Design fetch_unit, sky130hd; sources not shown.
Figure 1. Cell placement.
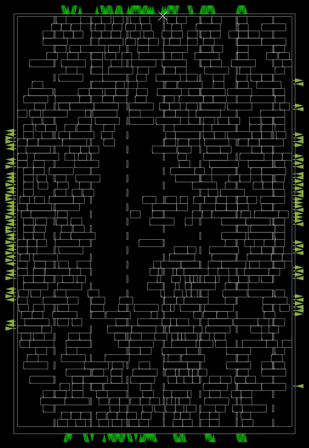
tap cells: 206
fill cell instance count of the final layout: 1415
placement row count: 57
register fraction of the total cell area: 40.62%

Figure 2. Wire density map.
21 x 32 tiles, from black (low) to pale yellow (high), scaled to the fullest tile. Values are wire area over tile area, all layers added.
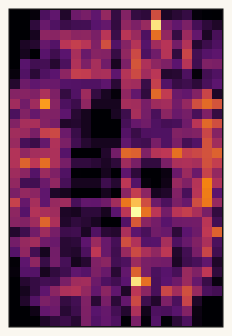
The fullest tile reaches 0.44. 9.8% of the tiles are over half the peak. The densest ninth of the die: middle right. The mean over all tiles is 0.12. 8.9% of the tiles are nearly empty.
final wirelength: 13060 um
final routed wire length divided by cell count: 16.31 um
total global-route track usage: 16.31%
routed via count: 3969

Figure 3. Gate families picked out.
The bar under the picture is 20 um long.
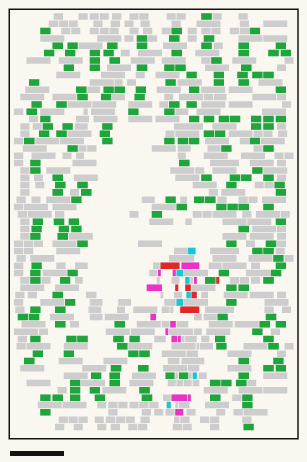
Cyan shows aoi and oai cells, cells 7, most used o21ai_0. Red shows nand cells, cells 6. Green shows mux cells, cells 195, most used mux2_2, where widely spread. Magenta shows nor cells, cells 13, most used nor2_1.
non-filler instance count after layout: 801
multi-input logic portion of the cell area: 30.60%
dominant logic cell type in the layout: sky130_fd_sc_hd__mux2_2

Figure 4. Clock network drawn from the DEF.
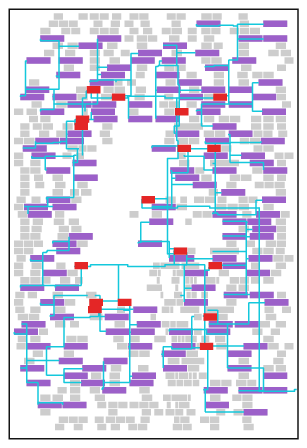
Purple shows flip-flops, count 139. Cyan shows clock wires, length 1780 um. Red shows clock drivers, count 17.
Position of the flops: widely spread.
power share of the clock group: 29.2%
Late-Pin Clk Latency: 0.42 ns
power drawn by the clock network: 0.411 mW

==> results_dict.tcl <==
# yosys + openroad results
set metrics [dict create \
    result_of_the_run "finished, violations left" \
    failed_checks "DRC" \
    final_cell_mix "sky130_fd_sc_hd__mux2_2, sky130_fd_sc_hd__clkdlybuf4s50_1, sky130_fd_sc_hd__dfrtp_1" \
    max_slew_margin_pct 40.45 \
    clock_tree.root_cell "sky130_fd_sc_hd__clkbuf_8" \
    worstPathCellList "clkdlybuf4s50_1 -> or3_4 -> nor3_4 -> clkdlybuf4s50_1" \
    synth.cellmix.xorXnorShare_pct 1.565 \
    area_delta_synth_final_pct 30.69 \
    cts.sinks 139 \
    worst_ep_arrival_time_ns 4.64 \
    grt_util_met1_pct 18.70 \
    maximum_number_of_pins_on_one_net_before_global_route_repair 72 \
    antenna-diode-count 0 \
    drtAntennaViolNets 0 \
    setup.worst_path.start_class "input port" \
    design.core.area_sq_mm 0.01612 \
    clk_share_pct 5.302 \
    drt_drc_violations_left 2 \
    tns_ns 0 \
    placed_cell_areas_sq_mm 0.008113 \
    finalHoldViolations 0 \
    fin_crit_ns 7.356 \
    timing.critical_path.max_delay_family "buffers and inverters" \
    final_layout_size_suffix_gt1_share_pct 38.32 \
    firstDrtPassIters 6 \
    p_leak_nw 4.054 \
    syn-num-nets 522 \
    p_seq_share_pct 39.7 \
    die_h_um 158.8 \
    clock_buffer_count 18 \
    combinational_gate_count 242 \
    p_comb_mw 0.436 \
]
## Yosys cell counts, types with 3 or more instances
library cell / instances
sky130_fd_sc_hd__buf_6: 8
sky130_fd_sc_hd__buf_4: 39
sky130_fd_sc_hd__o21ai_0: 3
sky130_fd_sc_hd__mux2_2: 184
sky130_fd_sc_hd__nor2_1: 6
sky130_fd_sc_hd__xnor2_1: 7
sky130_fd_sc_hd__dfrtp_1: 139
sky130_fd_sc_hd__inv_1: 10
sky130_fd_sc_hd__nor2b_1: 3
sky130_fd_sc_hd__mux2_1: 9
sky130_fd_sc_hd__buf_2: 7
sky130_fd_sc_hd__ha_1: 7
## kinds of logic after synthesis
family	Yosys count
DFF	139
buffers and inverters	64
xor gates and xnor gates	10
adders and majority gates	7
and+or+nand+nor	21
muxes	195
AOI/OAI and AO/OA	9
Power and IR drop assume default switching activity.
